**config.mk**
```make
export PLATFORM = sky130hd
export DESIGN_NAME = fir_fold_sequencer
export DESIGN_NICKNAME = d
export VERILOG_FILES = /design/src/rtl/fir_pkg.sv /design/src/rtl/fir_mac_stage.sv /design/src/rtl/fir_fold_sequencer.sv
export SDC_FILE = /design/constraint.sdc
export NUM_CORES = 2
export LEC_CHECK = 0
export CAP_MARGIN = 20
export CORE_UTILIZATION = 50
export DETAILED_ROUTE_END_ITERATION = 12
export PLACE_DENSITY = 0.67
export SKIP_LAST_GASP = 1
export SLEW_MARGIN = 5
export SYNTH_ARGS = -nofsm -noshare
export SYNTH_HDL_FRONTEND = slang
export SYNTH_HIERARCHICAL = 1
export SYNTH_SLANG_ARGS = --single-unit
```
**constraint.sdc**
```tcl
create_clock -name clk -period 9.7 [get_ports clk]
set_clock_uncertainty 0.1 [all_clocks]
set_input_delay 0.97 -clock clk [delete_from_list [all_inputs] [get_ports clk]]
set_output_delay 0.97 -clock clk [all_outputs]
set_load 0.005 [all_outputs]
```
**src/rtl/fir_pkg.sv**
```systemverilog
// Shared types and helpers for the folded FIR sequencer.
// No logic of its own; zero latency.
// No flow control; consumed by the sequencer and its MAC stage.
package fir_pkg;

  // Sequencer phases: wait for a sample, run TAPS MACs, present the result.
  typedef enum logic [1:0] {
    S_IDLE  = 2'd0,
    S_ACCUM = 2'd1,
    S_HOLD  = 2'd2
  } fir_seq_state_t;

  localparam int FIR_DEF_N    = 32;
  localparam int FIR_DEF_TAPS = 8;

  // Width of a tap index; never below one bit so a degenerate tap count still elaborates.
  function automatic int fir_idx_w(input int taps);
    return (taps > 1) ? $clog2(taps) : 1;
  endfunction

endpackage

```
**src/rtl/fir_mac_stage.sv**
```systemverilog
// Single multiply-accumulate term: y_out = x*b + y_in, all modulo 2^N.
// Purely combinational, zero latency.
// No flow control; the sequencer decides when the result is captured.
module fir_mac_stage
  import fir_pkg::*;
#(
  parameter int N = FIR_DEF_N
) (
  input  logic [N-1:0] x,
  input  logic [N-1:0] b,
  input  logic [N-1:0] y_in,
  output logic [N-1:0] y_out
);

  // Self-determined N-bit context truncates both the product and the sum.
  assign y_out = x * b + y_in;

endmodule

```
**src/rtl/fir_fold_sequencer.sv**
```systemverilog
// Folded FIR: one shared MAC stepped over TAPS taps against a sample history ring.
// Latency: m_valid rises TAPS edges after the accepting edge; one sample per TAPS+2 cycles max.
// Backpressure: result held in HOLD until m_ready; s_ready low outside IDLE.
module fir_fold_sequencer
  import fir_pkg::*;
#(
  parameter  int N    = FIR_DEF_N,
  parameter  int TAPS = FIR_DEF_TAPS,
  localparam int IW   = fir_idx_w(TAPS)
) (
  input  logic          clk,
  input  logic          rst_n,
  input  logic          coef_we,
  input  logic [IW-1:0] coef_addr,
  input  logic [N-1:0]  coef_data,
  output logic          coef_err,
  input  logic          s_valid,
  output logic          s_ready,
  input  logic [N-1:0]  s_data,
  output logic          m_valid,
  input  logic          m_ready,
  output logic [N-1:0]  m_data
);

  // TAPS expressed one bit wider than an index so it is representable for power-of-two counts.
  localparam logic [IW:0]   TAPS_X = (IW + 1)'(TAPS);
  localparam logic [IW-1:0] LAST   = IW'(TAPS - 1);

  fir_seq_state_t state_q, state_d;

  logic [N-1:0]  ring [TAPS];
  logic [N-1:0]  coef [TAPS];
  logic [IW-1:0] wr_ptr_q;
  logic [IW-1:0] newest_q;
  logic [IW-1:0] k_q;
  logic [N-1:0]  acc_q;
  logic [N-1:0]  m_data_q;
  logic          m_valid_q;
  logic          coef_err_q;

  logic          accept;
  logic          mac_en;
  logic          last_tap;
  logic          release_out;
  logic          addr_ok;
  logic          coef_wr_ok;
  logic [IW-1:0] wr_ptr_nxt;
  logic [IW-1:0] rd_idx;
  logic [N-1:0]  mac_y;

  // Phase register.
  always_ff @(posedge clk) begin
    if (!rst_n) begin
      state_q <= S_IDLE;
    end else begin
      state_q <= state_d;
    end
  end

  // Next phase and per-cycle control strobes.
  always_comb begin
    state_d     = state_q;
    accept      = 1'b0;
    mac_en      = 1'b0;
    last_tap    = 1'b0;
    release_out = 1'b0;
    case (state_q)
      S_IDLE: begin
        if (s_valid) begin
          accept  = 1'b1;
          state_d = S_ACCUM;
        end
      end
      S_ACCUM: begin
        mac_en = 1'b1;
        if (k_q == LAST) begin
          last_tap = 1'b1;
          state_d  = S_HOLD;
        end
      end
      S_HOLD: begin
        if (m_ready) begin
          release_out = 1'b1;
          state_d     = S_IDLE;
        end
      end
      default: state_d = S_IDLE;
    endcase
  end

  // Ring read index (newest - k) mod TAPS and write pointer advance, both by explicit compare.
  always_comb begin
    addr_ok    = ({1'b0, coef_addr} < TAPS_X);
    coef_wr_ok = coef_we && (state_q == S_IDLE) && addr_ok;
    wr_ptr_nxt = (wr_ptr_q == LAST) ? '0 : wr_ptr_q + IW'(1);
    if (k_q <= newest_q) begin
      rd_idx = newest_q - k_q;
    end else begin
      rd_idx = IW'({1'b0, newest_q} + TAPS_X - {1'b0, k_q});
    end
  end

  fir_mac_stage #(.N(N)) u_mac (
    .x     (ring[rd_idx]),
    .b     (coef[k_q]),
    .y_in  (acc_q),
    .y_out (mac_y)
  );

  // Sample history and coefficient storage; a write in the accept cycle is seen by that sample's MACs.
  always_ff @(posedge clk) begin
    if (!rst_n) begin
      for (int i = 0; i < TAPS; i++) begin
        ring[i] <= '0;
        coef[i] <= '0;
      end
    end else begin
      if (coef_wr_ok) begin
        coef[coef_addr] <= coef_data;
      end
      if (accept) begin
        ring[wr_ptr_q] <= s_data;
      end
    end
  end

  // Pointers, tap counter, accumulator and registered outputs.
  always_ff @(posedge clk) begin
    if (!rst_n) begin
      wr_ptr_q   <= '0;
      newest_q   <= '0;
      k_q        <= '0;
      acc_q      <= '0;
      m_data_q   <= '0;
      m_valid_q  <= 1'b0;
      coef_err_q <= 1'b0;
    end else begin
      coef_err_q <= coef_we && !coef_wr_ok;
      if (accept) begin
        newest_q <= wr_ptr_q;
        wr_ptr_q <= wr_ptr_nxt;
        acc_q    <= '0;
        k_q      <= '0;
      end
      if (mac_en) begin
        acc_q <= mac_y;
        k_q   <= last_tap ? '0 : k_q + IW'(1);
        if (last_tap) begin
          m_data_q  <= mac_y;
          m_valid_q <= 1'b1;
        end
      end
      if (release_out) begin
        m_valid_q <= 1'b0;
      end
    end
  end

  assign s_ready  = rst_n && (state_q == S_IDLE);
  assign m_valid  = m_valid_q;
  assign m_data   = m_data_q;
  assign coef_err = coef_err_q;

endmodule

```
### Clock routing

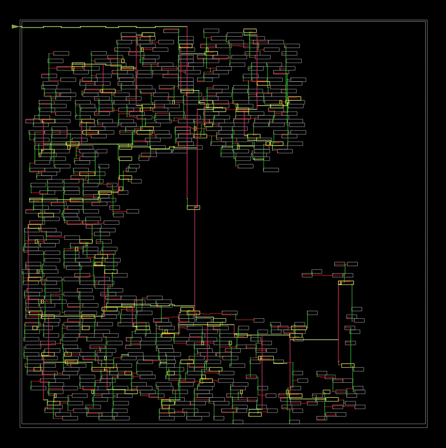
clock sink count: 592
clk_lat worst skew: 0.63 ns

### Cells colored by class

The bar under the picture is 100 um long. Fill, decap, tap and diode cells in gray.
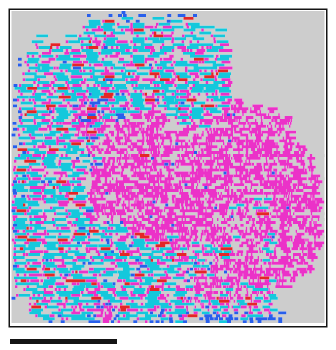
legend:
  red:
    class: clock drivers and dummy loads
    cells: 111
    share_of_their_area: 4.4%
  magenta:
    class: combinational and other logic
    cells: 2765
    share_of_their_area: 55%
  blue:
    class: other buffers and delay cells
    cells: 189
    share_of_their_area: 4.0%
  cyan:
    class: flops
    cells: 592
    share_of_their_area: 37%

### The metal 2 layer

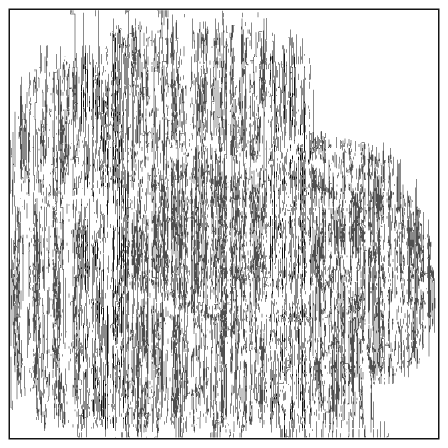
share of all routed wire: 50%
nets with wire on the layer: 3482
longest straight run: 138 um

### Drive-strength map

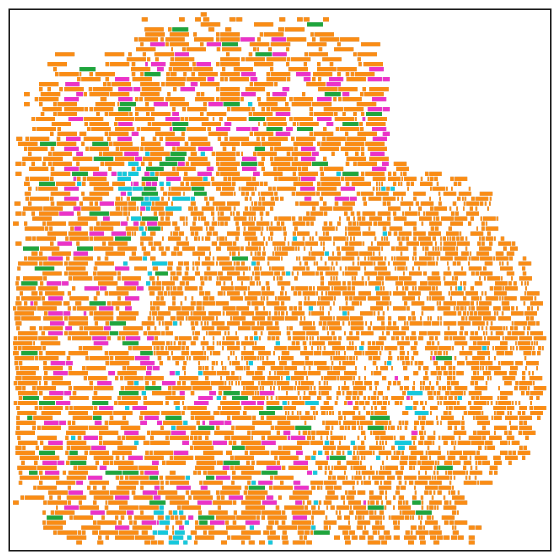
legend:
  cyan:
    size: _3 and _4 cells
    cells: 98
    share: 2.7%
  magenta:
    size: _2 cells
    cells: 227
    share: 6.2%
  orange:
    size: _0 and _1 cells
    cells: 3241
    share: 89%
  green:
    size: _6 and larger
    cells: 91
    share: 2.5%

==> impl_metrics.tcl <==
# metrics dict for downstream scripts
set metrics [dict create \
    status "finished clean" \
    grt.overflow.total 0 \
    ctsResizeCount 0 \
    clock.fmax_mhz 109 \
    top_cell "and2_1" \
    drive_above_1_share 0.114 \
    reg2reg_depth 32 \
    yosys-stat-cells 3555 \
    fin_util 0.560 \
    holdPathStages 2 \
    wl_um 110000 \
    worst_hold_slack_ns 0.365 \
    setup_viol 0 \
    comb_area_um2 23400 \
    cts-root-buf "clkbuf_16" \
    hold_path.class "flip-flop to flip-flop" \
    fin_crit_sh 0.946 \
    rr_startpoint "k_q[0]$_SDFFE_PN0N_" \
    synth_cell_type_count 65 \
    die_h_um 295 \
    grt_pass1_vias 27800 \
    ys_seq_frac 0.396 \
    drtAntennaViolNets 0 \
    die_area_um2 86900 \
    slowest_delay_ns 0.80 \
    synth_cells 3555 \
    regArea_um2 17000 \
    layout.nets 4248 \
    rsz0062_at_grt "no" \
    flop_cell "edfxtp_1" \
    vias 25900 \
    wl_met3_um 6800 \
    timing.rr.end "m_data[31]$_SDFFE_PN0P_" \
    cp.buffers_inverters 8 \
    rows 107 \
    top_logic_kind "adder cells" \
    cts_tree "yes" \
    globalRoute.busiestLayer "met2" \
    final_hold_viol_count 0 \
    grt_pass1_wl_um 169000 \
    synth_area_um2 42900 \
    crit_required_ns 10.16 \
    coreArea_um2 85000 \
    simple_gate_area_frac 0.172 \
    min_period_ns 9.18 \
    aoi_share 0.0259 \
    wl_met1_um 44800 \
    critPathCaptureType "flip-flop" \
    syn-mean-instance-area_um2 12.1 \
    met2RoutedLength_um 54600 \
    vias_per_cell 5.40 \
    yosys.area_share.adder 0.243 \
    cts_max_level 2 \
    topCellsByArea "edfxtp_1 (36%), fa_1 (21%), and2_1 (13%)" \
    cts_buffers 60 \
    crit_type "flip-flop to flip-flop" \
    crit_top_cell "fa_1" \
    finalInstanceArea_um2 47600 \
    use_met2 0.445 \
    place_ws_ns 0.571 \
    finalNonFillerCells 4805 \
    start_kind "flip-flop" \
    synth_flops 592 \
    die_x_um 295 \
    highest_layer "met5" \
    routabilityCongestion 0.890 \
    grt_use_met3 0.0396 \
    tool_warnings 26 \
    area_delta_synth_final_pct 11.0 \
    xor_area_frac 0.0184 \
    first_pass_iters 5 \
    portBuffers 106 \
    n_fill_cell 7086 \
    cts_setup_buffers 0 \
    cp-startpoint "k_q[0]$_SDFFE_PN0N_" \
    top_area_cell "edfxtp_1" \
    dp.cells 4685 \
    ys_async_sr_fraction 0 \
    slew_headroom 0.226 \
    layout_top_cell "and2_1" \
    worst_slack_ns 0.523 \
    hold_start "m_data[10]$_SDFFE_PN0P_" \
    hold_buffers 0 \
    report.final.slew_viol_count 0 \
    fin_setup_tns_ns 0 \
    wire_per_inst_um 23.0 \
    initCoreUtil 0.504 \
    met1_usage 0.344 \
    layout_top_cells "and2_1 (879), edfxtp_1 (512), inv_1 (483)" \
    ys_sh_mux 0.0843 \
    clk_path_buf_depth 3 \
    pin_count 107 \
    max_slew.worst_pin.slew_ns 1.16 \
    crit_family "adder cells" \
    grt_max_degree 70 \
    synth-edff-count 512 \
    cp_max_fo 28 \
    top_cell_area_share 0.359 \
    cts.clk_slew.worst_paths_ns 0.06 \
    drt_iter0_drc 1977 \
    critPathCapture "m_data[31]$_SDFFE_PN0P_" \
    min_to "m_data[10]$_SDFFE_PN0P_" \
    synthTopCellsByCount "and2_1 (879), edfxtp_1 (512), inv_1 (483), fa_1 (439), nand2_1 (274)" \
    max_cap_viol_count 0 \
    cp.depth 32 \
    antenna_found_initial 9 \
    hpwl_um 74400 \
    grtUsageTotal 0.263 \
    place_area_um2 45400 \
    cp_slowest_cell "fa_4" \
    yosys_warnings 6 \
    cp.arrival_ns 9.64 \
    rrSetupSlack_ns 0.52 \
    drc_errors 0 \
    yosys_area_um2 42900 \
    synth_nets 4195 \
]
registers in the layout, summed over array words and instances, names as in the netlist, named ones only:
register  flops
newest_q      3
m_data       32
state_q       2
k_q           3
ring        256
coef_err      1
coef        256
m_valid       1
wr_ptr_q      3
acc_q        32
area by class of cell:
type	count	area share
Tap cell	1144	0.0301
Clock buffer	86	0.0367
Inverter	485	0.0383
Clock inverter	25	0.00608
Multi-Input combinational cell	2280	0.493
Antenna cell	4	0.000210
Timing Repair Buffer	189	0.0388
Sequential cell	592	0.357
